### Sequential cells grouped by signal name

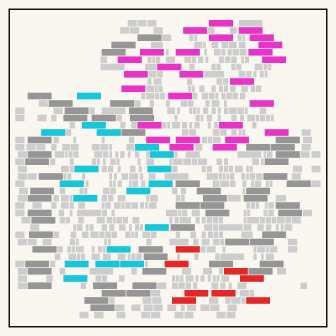
### Signal wires on met1

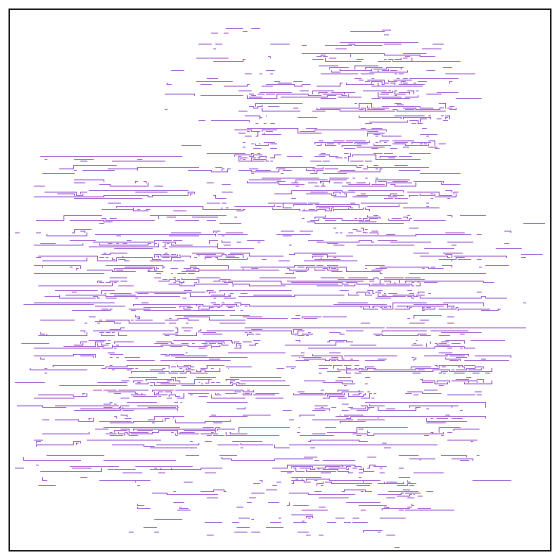
### Placed standard cells

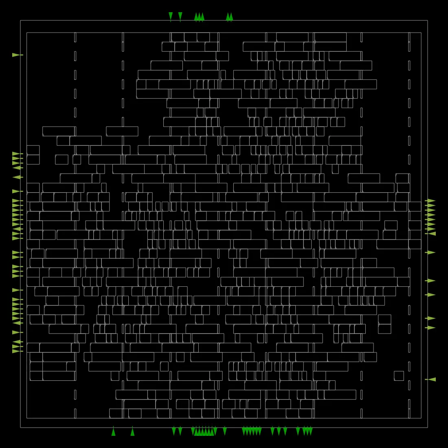
### Cell density map

The die is cut into 12 by 12 equal tiles; white is low, dark blue is high, 0 to 100% covered.
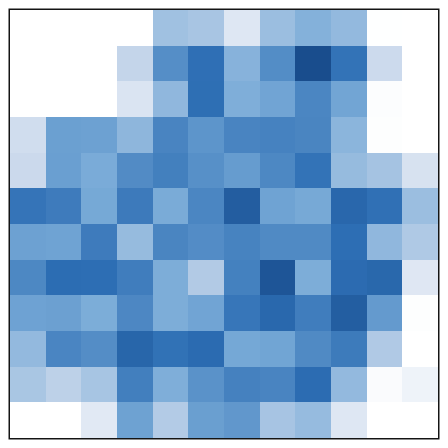
### Met2 routing

Cells faint in the background.
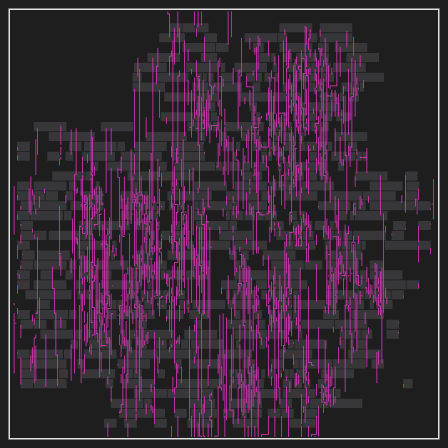
## config.mk

```make
export PLATFORM = sky130hd
export DESIGN_NAME = mole_scheduler
export DESIGN_NICKNAME = d
export VERILOG_FILES = /design/src/rtl/mole_scheduler.sv
export SDC_FILE = /design/constraint.sdc
export NUM_CORES = 1
export LEC_CHECK = 0
export CAP_MARGIN = 0
export CORE_MARGIN = 1.5
export CORE_UTILIZATION = 40
export DETAILED_ROUTE_END_ITERATION = 6
export PLACE_DENSITY_LB_ADDON = 0.3
export SKIP_CTS_REPAIR_TIMING = 1
export SLEW_MARGIN = 10
export SYNTH_ARGS = -nofsm -noshare
export SYNTH_HDL_FRONTEND = slang
export SYNTH_SLANG_ARGS = --single-unit
```

## constraint.sdc

```tcl
create_clock -name clk -period 4.3 [get_ports clk]
set_input_delay 0.43 -clock clk [delete_from_list [all_inputs] [get_ports clk]]
set_output_delay 0.43 -clock clk [all_outputs]
set_load 0.05 [all_outputs]
```

## src/rtl/mole_scheduler.sv

```systemverilog
// Whack-a-mole round scheduler: requests a random mole pattern, lights it for a
// bounded window, scores hits and misses from button rising edges, and runs a fixed number of rounds.
module mole_scheduler #(
    parameter int NUM_LEDS    = 18,
    parameter int UP_CYCLES   = 50000000,
    parameter int GAP_CYCLES  = 12500000,
    parameter int GAME_ROUNDS = 30
) (
    input  logic        clk,
    input  logic        reset,
    input  logic        start,
    input  logic [17:0] rnd_value,
    input  logic [17:0] btn,
    output logic        rnd_req,
    output logic [17:0] led,
    output logic [7:0]  score,
    output logic [7:0]  misses,
    output logic        busy,
    output logic        done,
    output logic [2:0]  state_dbg
);

    typedef enum logic [2:0] {
        S_IDLE = 3'd0,
        S_REQ  = 3'd1,
        S_UP   = 3'd2,
        S_GAP  = 3'd3,
        S_DONE = 3'd4
    } state_t;

    localparam int TMAX = (UP_CYCLES > GAP_CYCLES) ? UP_CYCLES : GAP_CYCLES;
    localparam int TW   = $clog2(((TMAX > 4) ? TMAX : 4) + 1);
    localparam logic [TW-1:0] UP_LAST  = TW'(UP_CYCLES - 1);
    localparam logic [TW-1:0] GAP_LAST = TW'(GAP_CYCLES - 1);
    localparam logic [TW-1:0] REQ_LAST = TW'(2);
    localparam logic [17:0]   LED_MASK = (NUM_LEDS >= 18) ? 18'h3FFFF : 18'((1 << NUM_LEDS) - 1);

    // Generator link: rnd_req is held high for the three REQ cycles; the
    // generator answers with rnd_value two cycles later, so only the third cycle is sampled.

    state_t          state, state_n;
    logic [17:0]     mask, mask_n, mask_left, mask_cap;
    logic [TW-1:0]   timer, timer_n;
    logic [7:0]      rounds_left, rounds_n;
    logic [17:0]     btn_prev, rise;
    logic [7:0]      score_n, misses_n;
    logic            hit, wrong, timeout_miss;

    function automatic logic [7:0] sat_add(input logic [7:0] v, input logic [1:0] inc);
        logic [8:0] s;
        s = {1'b0, v} + {7'b0, inc};
        return s[8] ? 8'hFF : s[7:0];
    endfunction

    assign rise      = btn & ~btn_prev & LED_MASK;
    assign hit       = |(rise & mask);
    assign wrong     = |(rise & ~mask);
    assign mask_left = mask & ~rise;
    assign mask_cap  = ((rnd_value & LED_MASK) == 18'h0) ? 18'h00001 : (rnd_value & LED_MASK);
    assign state_dbg = state;

    always_ff @(posedge clk or negedge reset) begin
        if (!reset) begin
            state       <= S_IDLE;
            mask        <= '0;
            timer       <= '0;
            rounds_left <= '0;
            btn_prev    <= '0;
            score       <= '0;
            misses      <= '0;
            led         <= '0;
            rnd_req     <= 1'b0;
            busy        <= 1'b0;
            done        <= 1'b0;
        end else begin
            state       <= state_n;
            mask        <= mask_n;
            timer       <= timer_n;
            rounds_left <= rounds_n;
            btn_prev    <= btn;
            score       <= score_n;
            misses      <= misses_n;
            // LEDs follow the registered state, so they trail a state change by one cycle.
            led         <= (state == S_UP) ? mask : 18'h0;
            rnd_req     <= (state_n == S_REQ);
            busy        <= (state_n == S_REQ) || (state_n == S_UP) || (state_n == S_GAP);
            done        <= (state_n == S_DONE);
        end
    end

    always_comb begin
        state_n      = state;
        mask_n       = mask;
        timer_n      = timer;
        rounds_n     = rounds_left;
        score_n      = score;
        misses_n     = misses;
        timeout_miss = 1'b0;
        case (state)
            S_IDLE, S_DONE: begin
                if (start) begin
                    state_n  = S_REQ;
                    score_n  = '0;
                    misses_n = '0;
                    rounds_n = 8'(GAME_ROUNDS);
                    timer_n  = '0;
                    mask_n   = '0;
                end
            end
            S_REQ: begin
                if (timer == REQ_LAST) begin
                    mask_n  = mask_cap;
                    state_n = S_UP;
                    timer_n = '0;
                end else begin
                    timer_n = timer + 1'b1;
                end
            end
            S_UP: begin
                // Hits are removed first so a last-cycle hit on the last mole is not also a timeout.
                mask_n  = mask_left;
                timer_n = timer + 1'b1;
                if (mask_left == 18'h0) begin
                    state_n = S_GAP;
                    timer_n = '0;
                end else if (timer == UP_LAST) begin
                    state_n      = S_GAP;
                    timer_n      = '0;
                    timeout_miss = 1'b1;
                end
                score_n  = sat_add(score, {1'b0, hit});
                misses_n = sat_add(misses, {1'b0, wrong} + {1'b0, timeout_miss});
            end
            S_GAP: begin
                if (timer == GAP_LAST) begin
                    timer_n  = '0;
                    rounds_n = rounds_left - 1'b1;
                    state_n  = (rounds_left == 8'd1) ? S_DONE : S_REQ;
                end else begin
                    timer_n = timer + 1'b1;
                end
            end
            default: state_n = S_IDLE;
        endcase
    end

endmodule
```

==> impl_metrics.toml <==
# physical design summary
[yosys]
syn-instance-count = 540
yosys_area_um2 = 5270
aoi_share = 0.1790
syn_area_um2 = 5270
ys_sh_simple = 0.2232
synth_cell_types = 50
yosysWarnings = 0
synthFlopType = "dfrtp_1"
ys_ff = 110
syn_avg_cell_area_um2 = 9.759
ys_sh_adder = 0.01804
ys_cells = 540

[clock_network]
path_clk_slew_ns = 0.07
htreeDepth = 3
root_buffer = "clkbuf_16"
cts_buffers = 9
clock_sinks = 110

[finish]
final_nets = 658
area_delta_synth_final_pct = 23.29
non_clock_buffer_area_share = 0.1256
nClkBuffers = 11
seq_share = 0.4236
largest_class = "flip-flops and latches"
seqCellArea_um2 = 2753
num_antenna_cells = 0
stdcell_area_um2 = 6497

[critical_path]
regToRegSetupSlack_ns = 0.79
path_depth = 12
worst-path-buf-inv = 1
slowest_stage = "or4_1"
critPathCaptureType = "register"
cpPeakStageDelay_ns = 0.55

[pwr]
p_seq_frac = 0.484
combPwrFrac = 0.218
p_sw_frac = 0.3182
fin_total_pwr_mw = 2.618
pwr_density_cell_nw_per_um2 = 403.0
ir_drop_mv = 0.1852
pwr.group.clock_mw = 0.779

[drt]
drc = 0
vias_per_cell = 5.521

[sta]
rsz0062_at_grt = "no"
holdWs_ns = 0.2152
fin_crit_sh = 0.8554
max_slew_margin = 0.3510
worst_slew_pin_slew_ns = 0.9734
hold_viol = 0
setup_violations = 0
min_period_ns = 3.678

[grt]
grt_pass1_wl_mm = 21.69
grt_overflow = 0

[place]
dpl_cell_area_um2 = 6220
placedCellCount = 773
io_buffers = 78

[floorplanning]
die_area_um2 = 13870
boundaryPins = 79
taps = 172

[outcome]
status = "complete, no violations"

[job]
drv_cap = 0
Notes on 'Sequential cells grouped by signal name' above:
`mask` -> cyan  # flops 18
`misses` -> red  # flops 8
`timer` -> magenta  # flops 26

Notes on 'Signal wires on met1' above:
main direction = horizontal
share of all routed wire = 45%
routed via count: 4356
total wire length: 13.01 mm
met1 global-route usage: 0.2715

Notes on 'Placed standard cells' above:
core area: 12720 um2
fill count: 1183
non-filler cells, final: 789

Notes on 'Cell density map' above:
tiles over 75% full = 9.0%
nearly empty tiles = 16%
emptiest ninth of the die = north-west
Pre-Place Util: 0.4142
fin util: 0.5107

Notes on 'Met2 routing' above:
main direction = vertical
nets with wire on the layer = 534
share of all routed wire = 47%
longest straight run = 54.6 um

[synthesized netlist by cell type, types with 3 or more instances]
cell type	n
dfrtp_1	110
nand2_1	51
o21ai_0	39
nor2_1	34
inv_1	29
nand2b_1	24
o22ai_1	21
clkbuf_1	19
nand3_1	19
a22o_1	18
and2_1	17
a21oi_1	15
nor4_1	14
and3_1	11
nand4_1	10
nor3_1	10
ha_1	6
o211ai_1	6
o31ai_1	6
or3_1	6
xor2_1	6
a22oi_1	5
a311oi_1	5
a31oi_1	5
o32ai_1	5
nand3b_1	4
xnor2_1	4
a21o_1	3
a221oi_1	3
buf_2	3
or2_2	3
or4_1	3
[cells in the final DEF (no fill, tap or decap), types with 3 or more instances in the layout]
cell type	count
nor2_1	34
xnor2_1	4
or4_1	3
nor3_1	10
or2_2	3
nand2b_1	24
a22oi_1	5
nand4_1	10
a31oi_1	5
clkbuf_16	9
buf_4	6
a21oi_1	15
nand2_1	51
nor4_1	14
inv_1	29
a221oi_1	3
a311oi_1	5
a21o_1	3
o31ai_1	6
a22o_1	18
xor2_1	6
o32ai_1	5
and3_1	11
dfrtp_1	110
o22ai_1	21
clkinvlp_4	4
or3_1	6
clkdlybuf4s50_1	77
nand3b_1	4
and2_1	17
o21ai_0	39
ha_1	6
nand3_1	19
o211ai_1	6
[per-layer routing]
metal,track usage,share of wire,routed length (um)
met1,0.2715,0.45,5896
met4,0.08613,0.023,300
met5,0,0,0
met2,0.3059,0.47,6107
met3,0.03440,0.054,708
[worst max-delay path by stage]
stage / end
final: score[4]$_DFFE_PN0P_
after floorplan: score[3]$_DFFE_PN0P_
after global routing: score[2]$_DFFE_PN0P_
after detailed placement: score[4]$_DFFE_PN0P_
after global placement: score[2]$_DFFE_PN0P_
after CTS: score[4]$_DFFE_PN0P_
